Figure 1. Placed standard cells (run 1).
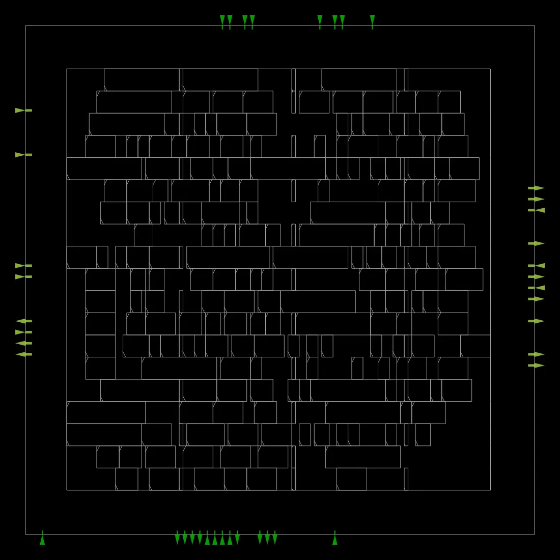
Figure 2. Signal wires by layer (run 1).
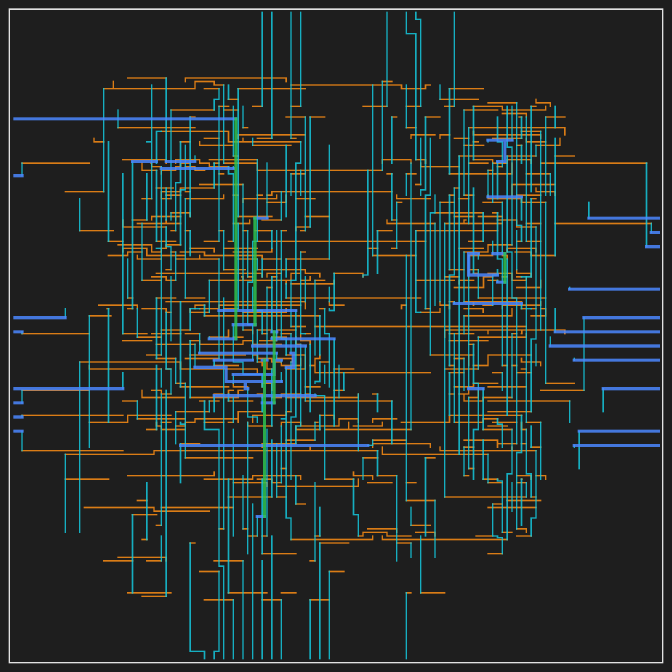
Figure 3. Placed cells, one colour a class (run 1).
Fill, decap, tap and diode cells in grey.
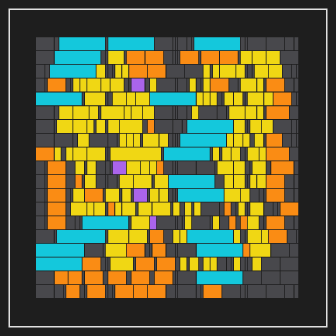
**config.mk**
```make
export PLATFORM = sky130hd
export DESIGN_NAME = jk_bank_ctrl
export DESIGN_NICKNAME = d
export VERILOG_FILES = /design/src/rtl/jk_bank_ctrl.sv
export SDC_FILE = /design/constraint.sdc
export NUM_CORES = 1
export LEC_CHECK = 0
export CAP_MARGIN = 5
export CORE_MARGIN = 5
export CORE_UTILIZATION = 49
export CTS_CLUSTER_SIZE = 10
export DETAILED_ROUTE_END_ITERATION = 6
export GPL_TIMING_DRIVEN = 0
export PLACE_DENSITY_LB_ADDON = 0.25
export SETUP_SLACK_MARGIN = 0.3
export SLEW_MARGIN = 20
export SYNTH_ARGS = -nofsm -noshare
export SYNTH_HDL_FRONTEND = slang
export SYNTH_SLANG_ARGS = --single-unit
```
**constraint.sdc**
```tcl
create_clock -name clk -period 3.9 [get_ports clk]
set_clock_uncertainty 0.1 [all_clocks]
set_input_delay 0.78 -clock clk [delete_from_list [all_inputs] [get_ports clk]]
set_output_delay 0.78 -clock clk [all_outputs]
set_load 0.02 [all_outputs]
```
**src/rtl/jk_bank_ctrl.sv**
```systemverilog
// Command sequencer for an external bank of JK flops with active-low preset/clear.
// Drives J/K/S/R so the bank loads, clears, presets, toggles, counts or shifts.
module jk_bank_ctrl #(
  parameter int unsigned WIDTH = 4,
  parameter int unsigned CNT_W = 8
) (
  input  logic             clk,
  input  logic             r,
  input  logic             cmd_valid,
  output logic             cmd_ready,
  input  logic [2:0]       cmd_op,
  input  logic [WIDTH-1:0] cmd_data,
  input  logic [CNT_W-1:0] cmd_steps,
  input  logic [WIDTH-1:0] q_fb,
  output logic [WIDTH-1:0] j_o,
  output logic [WIDTH-1:0] k_o,
  output logic [WIDTH-1:0] s_o,
  output logic [WIDTH-1:0] r_o,
  output logic             busy,
  output logic             done
);

  localparam logic [1:0] StIdle = 2'd0;
  localparam logic [1:0] StExec = 2'd1;
  localparam logic [1:0] StDone = 2'd2;

  localparam logic [2:0] OpNop    = 3'd0;
  localparam logic [2:0] OpClear  = 3'd1;
  localparam logic [2:0] OpPreset = 3'd2;
  localparam logic [2:0] OpLoad   = 3'd3;
  localparam logic [2:0] OpUp     = 3'd4;
  localparam logic [2:0] OpDown   = 3'd5;
  localparam logic [2:0] OpShl    = 3'd6;
  localparam logic [2:0] OpToggle = 3'd7;

  logic [1:0]       state_q, state_d;
  logic [2:0]       op_q, op_d;
  logic [WIDTH-1:0] data_q, data_d;
  logic [CNT_W-1:0] cnt_q, cnt_d;
  logic [WIDTH-1:0] s_q, s_d;
  logic [WIDTH-1:0] r_q, r_d;
  logic             multi_op;

  logic [WIDTH-1:0] up_jk, dn_jk, shl_j;

  assign multi_op = (cmd_op == OpUp) || (cmd_op == OpDown) || (cmd_op == OpShl);

  always_comb begin
    state_d = state_q;
    op_d    = op_q;
    data_d  = data_q;
    cnt_d   = cnt_q;
    s_d     = s_q;
    r_d     = r_q;
    case (state_q)
      StIdle: begin
        if (cmd_valid) begin
          op_d   = cmd_op;
          data_d = cmd_data;
          cnt_d  = multi_op ? cmd_steps : CNT_W'(1);
          if (cmd_op == OpNop || (multi_op && cmd_steps == '0)) begin
            state_d = StDone;
          end else begin
            state_d = StExec;
            s_d     = (cmd_op == OpPreset) ? '0 : '1;
            r_d     = (cmd_op == OpClear) ? '0 : '1;
          end
        end
      end
      StExec: begin
        cnt_d = cnt_q - CNT_W'(1);
        if (cnt_q <= CNT_W'(1)) begin
          state_d = StDone;
          s_d     = '1;
          r_d     = '1;
        end
      end
      StDone:  state_d = StIdle;
      default: state_d = StIdle;
    endcase
  end

  always_ff @(posedge clk or negedge r) begin
    if (!r) begin
      state_q <= StIdle;
      op_q    <= '0;
      data_q  <= '0;
      cnt_q   <= '0;
      s_q     <= '1;
      r_q     <= '1;
    end else begin
      state_q <= state_d;
      op_q    <= op_d;
      data_q  <= data_d;
      cnt_q   <= cnt_d;
      s_q     <= s_d;
      r_q     <= r_d;
    end
  end

  // Ripple enables: bit i toggles when all lower bits are 1 (up) or 0 (down).
  always_comb begin : excite_count
    logic cu, cd;
    cu = 1'b1;
    cd = 1'b1;
    for (int i = 0; i < WIDTH; i++) begin
      up_jk[i] = cu;
      dn_jk[i] = cd;
      cu       = cu & q_fb[i];
      cd       = cd & ~q_fb[i];
    end
  end

  always_comb begin
    shl_j[0] = data_q[0];
    for (int i = 1; i < WIDTH; i++) begin
      shl_j[i] = q_fb[i-1];
    end
  end

  always_comb begin
    j_o = '0;
    k_o = '0;
    if (state_q == StExec) begin
      unique case (op_q)
        OpLoad:   begin j_o = data_q; k_o = ~data_q; end
        OpToggle: begin j_o = data_q; k_o = data_q;  end
        OpUp:     begin j_o = up_jk;  k_o = up_jk;   end
        OpDown:   begin j_o = dn_jk;  k_o = dn_jk;   end
        OpShl:    begin j_o = shl_j;  k_o = ~shl_j;  end
        OpNop, OpClear, OpPreset: begin j_o = '0; k_o = '0; end
      endcase
    end
  end

  assign s_o       = s_q;
  assign r_o       = r_q;
  assign cmd_ready = (state_q == StIdle);
  assign busy      = (state_q != StIdle);
  assign done      = (state_q == StDone);

endmodule
```
==> deck_impl_summary.md, run 1 <==
Flow Results at a Glance

Clock tree
  • Clk pin slew, worst setup/hold paths: 0.10 ns
  • Post-CTS Setup Repair Bufs: 0
  • Hold-fix buffers at CTS: 0
  • CTS H-tree lvls: 1
  • Clock Sinks: 19
  • Clock root cell: clkbuf_4
  • TritonCTS clock tree: done

Logic synthesis
  • Mux share: 2.507%
  • Yosys adder share: 1.857%
  • Yosys top cell by area: dfrtp_1
  • Post-synthesis async set-or-reset flop share: 100.0%
  • Cells after Synth: 162
  • Syn_nets: 186
  • Top cells by count: 33 x nand2_1, 17 x dfrtp_1, 9 x a21oi_1
  • Most frequent cell after synthesis: nand2_1
  • Yosys cell types: 49
  • Yosys warning total: 0
  • Primary FF master, synth: dfrtp_1
  • Yosys cell count: 162
  • Biggest area cells: dfrtp_1 32%, nand2_1 9.2%, dfstp_2 3.9%
  • Syn Area/Cell: 8.318 µm²
  • Top cell area share: 31.57%
  • Post-synthesis sequential area ratio: 35.47%
  • Area fraction in and, or, nand and nor cells: 28.78%
  • Synth flops: 19
  • Post-synthesis chip area from yosys: 1348 µm²

Final timing
  • Max Transition Viols Final: 0
  • RSZ-0062 raised after global routing: no
  • WHS: 0.4057 ns
  • Slew @ Worst Pin: 0.8347 ns
  • Ratio of final minimum period to clock period: 86.99%
  • Fin crit period: 3.393 ns

Place
  • Gp weighted congestion: 0.8975
  • Post-DP Area: 1777 µm²
  • Dpl hpwl: 2721 µm
  • PortBufs: 39
  • Placed Instances: 232

Finish
  • Layout area overhead: 34.45%
  • Finished Layout Cells: 236
  • Top cells excl fill/tap: 35 x clkdlybuf4s50_1, 33 x nand2_1, 17 x dfrtp_1, 9 x clkbuf_1, 9 x a21oi_1
  • Nets: 230

Floorplanning
  • Die H: 62.44 µm
  • I/O pin count: 41
  • Fp util: 50.16%

Global routing
  • Vias in the first global route: 1356
  • Initial antenna violation count: 0
  • Gr usage total: 18.05%

Drt
  • Vias per cell: 5.758
  • ANT nets after route: 0

Job
  • Max-Cap Viols: 0

Worst setup path
  • Critical path class: input port to output pin
  • Critical-path cell list: clkdlybuf4s50_1 > or3_1 > a31oi_1 > o21ai_0 > a21oi_1 > dlygate4sd2_1
  • Slowest cell on the critical path: clkdlybuf4s50_1
  • Top delay family on crit path: buffers and inverters

Power
  • Flop pwr share: 28.5%
  • Clock power frac: 7.2%
  • Logic pwr share: 64.3%
  • Leakage: 0.7745 nW

Run status
  • Run status: finished clean
Back to the opening pictures, Figure 1:
num rows: 19
Tapcells: 31
Finished Core Util: 67.44%
Seq cells: 19

Back to the opening pictures, Figure 2:
[metal 4] green | wire length: 55.8 µm
[metal 3] blue | wire length: 233 µm
[metal 2] cyan | wire length: 1850 µm
[metal 1] orange | wire length: 1380 µm
final wirelength: 3524 µm
wire per inst: 14.93 µm

Back to the opening pictures, Figure 3:
[sequential cells] cyan | cells: 19
[combinational and other logic] yellow | cells: 129
[clock drivers and dummy loads] purple | cells: 4
[remaining buffers and delay cells] orange | cells: 53
cell area after layout: 1812 µm²
core area: 2686 µm²
sequential cell area share: 26.38%

## run 1: power groups by stage
stage | clock network (mW) | logic [mW] | registers [mW]
global route | 0.111 | 0.943 | 0.401
finish | 0.0966 | 0.866 | 0.384
floorplan | 0 | 0.571 | 0.371
CTS | 0.0997 | 0.867 | 0.380
global placement | 0 | 0.838 | 0.378
detailed placement | 0 | 0.866 | 0.382
## run 1: flip-flops by register name (all words and copies together), names as in the netlist
signal,count
r_o,1
s_o,1
op_q,3
state_q,2
data_q,4
cnt_q,8
## run 1: routing by layer
layer / vias to the layer above / wire length, µm / GRT usage, %
met4: 0 / 55 / 6.631
met5: - / 0 / 0
met2: 65 / 1851 / 33.68
met3: 10 / 232 / 3.777
met1: 614 / 1384 / 19.73
li1: 670 / - / -
## run 1: timing repair
| action | 4_1_cts | 5_1_grt |
|---|---|---|
| cloned | 0 | 0 |
| endpoints found under the setup margin | 1 | 3 |
| gates resized | 1 | 4 |
## run 1: cell type report
class                   count  share of cell area, %
plain buffers              14                  4.144
repair buffers             39                  21.89
inverters                   4                 0.8287
clock buffers               4                  1.450
flip-flops and latches     19                  26.38
well taps                  31                  2.141
multi-input cells         125                  43.16
## run 1: path summary, 6_finish.rpt
kind                       slack [ns]          to     start
min reg2reg                      0.41    cnt_q[7]  cnt_q[7]
min in group asynchronous        0.86   data_q[3]         r
max                              0.51      k_o[2]   q_fb[1]
max in group asynchronous        2.33  state_q[1]         r
max reg2reg                      1.86      r_o[2]  cnt_q[5]
min                              0.41    cnt_q[7]  cnt_q[7]
## run 1: stage by stage
step                worst slack (ns)  power (mW)
global route                  0.4604       1.454
CTS                           0.3118       1.346
floorplan                      1.272      0.9423
global placement              0.3038       1.216
finish                        0.5073       1.346
detailed placement            0.2758       1.248
==> inputs of run 2 (changes only) <==
--- a/config.mk
+++ b/config.mk
@@ -7,7 +7,7 @@
 export LEC_CHECK = 0
 export CAP_MARGIN = 5
 export CORE_MARGIN = 5
-export CORE_UTILIZATION = 49
+export CORE_UTILIZATION = 47
 export CTS_CLUSTER_SIZE = 10
 export DETAILED_ROUTE_END_ITERATION = 6
 export GPL_TIMING_DRIVEN = 0
==> constraint.sdc (replaced) <==
create_clock -name clk -period 3.2 [get_ports clk]
set_clock_uncertainty 0.1 [all_clocks]
set_input_delay 0.64 -clock clk [delete_from_list [all_inputs] [get_ports clk]]
set_output_delay 0.64 -clock clk [all_outputs]
set_load 0.02 [all_outputs]
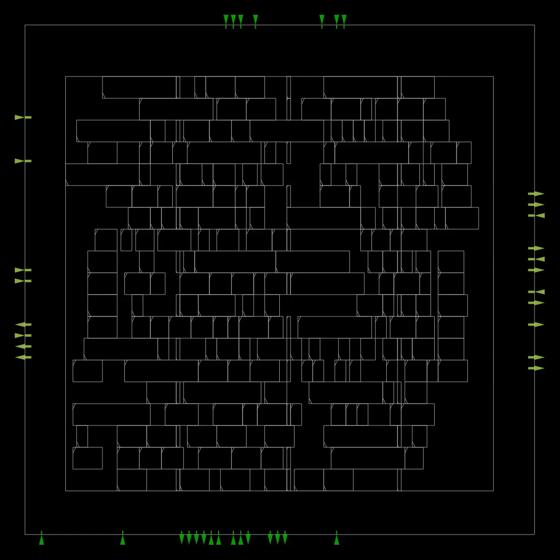
Figure 4: run 2, placed standard cells.
fill cell count: 228
core area: 2758 µm²
Finished Core Util: 65.29%

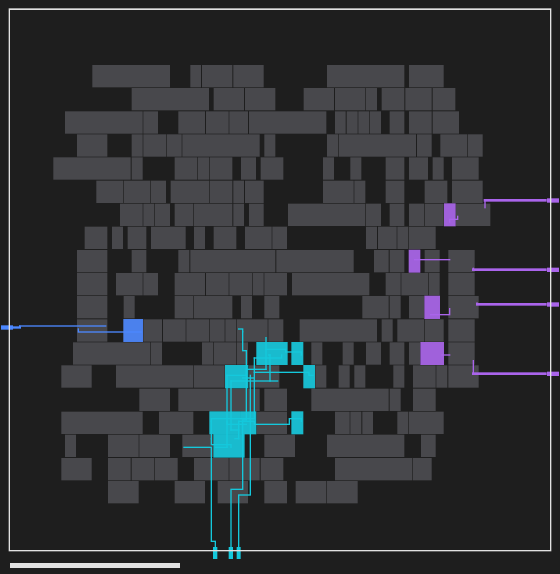
Figure 5: run 2, I/O nets highlighted.
Bar = 20 µm.
[done] blue | bits: 1 | direction: output | end cells: 1 | wire: 18.7 µm
[cmd_op] cyan | bits: 3 | direction: input | end cells: 8 | wire: 149 µm
[j_o] purple | bits: 4 | direction: output | end cells: 4 | wire: 44.5 µm
I/O pin count: 41
PortBufs: 39

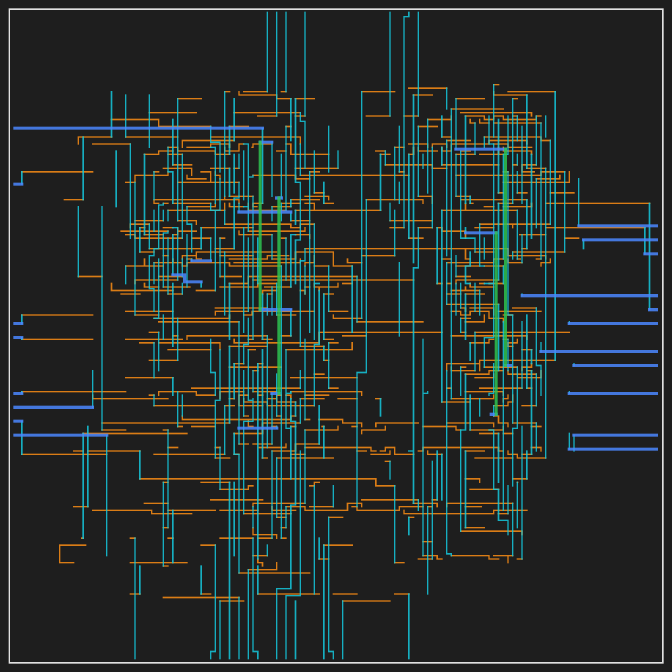
Figure 6: run 2, signal wires by layer.
[metal 3] blue | wire length: 154 µm
[metal 1] orange | wire length: 1410 µm
[metal 4] green | wire length: 74.1 µm
[metal 2] cyan | wire length: 1880 µm
via count: 1362
gr usage total: 17.78%
final wirelength: 3520 µm
wire per inst: 14.92 µm

==> run 2 against run 1 <==
Sequential share of layout area grew 0.16 points. Sequential cell count stayed put. Power rose by 21%. Critical endpoint is now j_o[1]. Area after synthesis unchanged. Design area is 0.62% lower. Largest power group unchanged. Synthesized cell count unchanged. Worst hold slack improved by 0.0094 ns. Clock power rose by 25%. Global-route usage is 0.27 points lower. Routed wire length decreased by 0.11%. Sequential power increased by 22%.
==> deck_impl_summary.md, run 2 <==
Flow Results at a Glance

Run status
  • Run status: finished clean (unchanged)

Final timing
  • Max Transition Viols Final: 0 (unchanged)
  • Ratio of final minimum period to clock period: 88.60%
  • Fin crit period: 2.835 ns
  • WHS: 0.4151 ns (was 0.4057 ns)
  • PnR worst setup slack: 0.3648 ns (was 0.5073 ns)

Logic synthesis
  • Syn_nets: 186 (unchanged)
  • Biggest area cells: dfrtp_1 32%, nand2_1 9.2%, dfstp_2 3.9% (unchanged)
  • Yosys warning total: 0 (unchanged)
  • Yosys cell count: 162 (unchanged)
  • Yosys top cell by area: dfrtp_1 (unchanged)
  • Yosys cell types: 49 (unchanged)
  • Post-synthesis async set-or-reset flop share: 100.0% (unchanged)
  • Post-synthesis chip area from yosys: 1348 µm² (unchanged)
  • Post-synthesis sequential area ratio: 35.47% (unchanged)
  • Most frequent cell after synthesis: nand2_1 (unchanged)
  • Top cell area share: 31.57% (unchanged)
  • Cells after Synth: 162 (unchanged)

Worst setup path
  • Top delay family on crit path: buffers and inverters (unchanged)
  • Critical path class: input port to output pin (unchanged)
  • Worst r2r dst: s_o[2] (was r_o[2])
  • Worst Setup EP: j_o[1] (was k_o[2])
  • Critical-path cell list: dlygate4sd2_1 > nor2_1 > a22o_1 > nand2_1 > a21oi_1 > clkdlybuf4s50_1 (was clkdlybuf4s50_1 > or3_1 > a31oi_1 > o21ai_0 > a21oi_1 > dlygate4sd2_1)

Finish
  • Layout area overhead: 33.61% (was 34.45%)
  • Nets: 230 (unchanged)
  • Largest Register: cnt_q (unchanged)
  • Cell area after layout: 1800 µm² (was 1812 µm²)
  • Top cells excl fill/tap: 33 x nand2_1, 31 x clkdlybuf4s50_1, 17 x dfrtp_1, 9 x a21oi_1, 8 x nor2_1 (was 35 x clkdlybuf4s50_1, 33 x nand2_1, 17 x dfrtp_1, 9 x clkbuf_1, 9 x a21oi_1)
  • Top Registers: cnt_q: 8 flops, data_q: 4 flops, op_q: 3 flops (unchanged)

Floorplanning
  • Die H: 63.55 µm (was 62.44 µm)
  • Fp util: 48.87% (was 50.16%)

Min path
  • Hold Crit Start: data_q[2] (was cnt_q[7])

Clock tree
  • CTS H-tree lvls: 1 (unchanged)
  • Clock Sinks: 19 (unchanged)
  • Hold-fix buffers at CTS: 0 (unchanged)
  • Post_cts resized: 11 (was 1)
  • Post-CTS Setup Repair Bufs: 0 (unchanged)

Power
  • Flop pwr share: 28.9% (was 28.5%)
  • Logic pwr share: 63.7% (was 64.3%)
  • Leakage: 0.7570 nW (was 0.7745 nW)

Drt
  • ANT nets after route: 0 (unchanged)

Place
  • Gp weighted congestion: 0.8885 (was 0.8975)
  • Dpl hpwl: 2726 µm (was 2721 µm)
  • Post-DP Area: 1777 µm² (unchanged)
  • Placed Instances: 232 (unchanged)

Job
  • Max-Cap Viols: 0 (unchanged)

Global routing
  • Vias in the first global route: 1399 (was 1356)
==> run 2: cell counts after synthesis <==
No cell type changed its count.
==> run 2: area by class of cell <==
cell class / instances / area [µm²] / share of cell area (%)
tap: 31 / 38.79 / 2.154
clock buffer: 4 / 26.28 / 1.459
timing repair buffer: 39 / 379.1 / 21.06
inverter: 4 / 15.01 / 0.8339
sequential: 19 / 478.0 / 26.55
multi-input combinational: 125 / 784.5 / 43.57
buffer: 14 / 78.83 / 4.378
==> run 2: cell families (layout without fill, tap and decap cells) <==
| logic type | after synthesis | after routing | synth area share, % |
|---|---|---|---|
| compound gates | 43 | 43 | 23.40 |
| fa+ha+maj | 2 | 2 | 1.857 |
| flops | 19 | 19 | 35.47 |
| buf+inv | 18 | 61 | 6.685 |
| simple gates | 75 | 75 | 28.79 |
| xor+xnor | 2 | 2 | 1.300 |
| mux | 3 | 3 | 2.507 |
==> run 2: power by group through the flow <==
stage / clock network, mW / registers [mW] / logic, mW
floorplan: 0 / 0.453 / 0.696
global placement: 0 / 0.461 / 1.02
detailed placement: 0 / 0.468 / 1.05
CTS: 0.122 / 0.465 / 1.04
global route: 0.137 / 0.486 / 1.15
finish: 0.121 / 0.470 / 1.04
==> run 2: layer usage <==
layer / share of wire [%] / GRT usage, % / up-vias
met4: 2.1 / 6.494 / 0
met5: 0 / 0 / -
met3: 4.4 / 3.197 / 8
met2: 53 / 33.38 / 35
met1: 40 / 19.49 / 650
li1: - / - / 669
==> run 2: worst reg2reg max path: cells and delay by family, from the launching register on <==
kind	cells	cell delay, ns
AND-OR/OR-AND	2	0.53
multiplexers	1	0.34
flip-flops	1	0.44
AND/OR/NAND/NOR	1	0.56
Power is estimated from default activity; no workload was simulated.
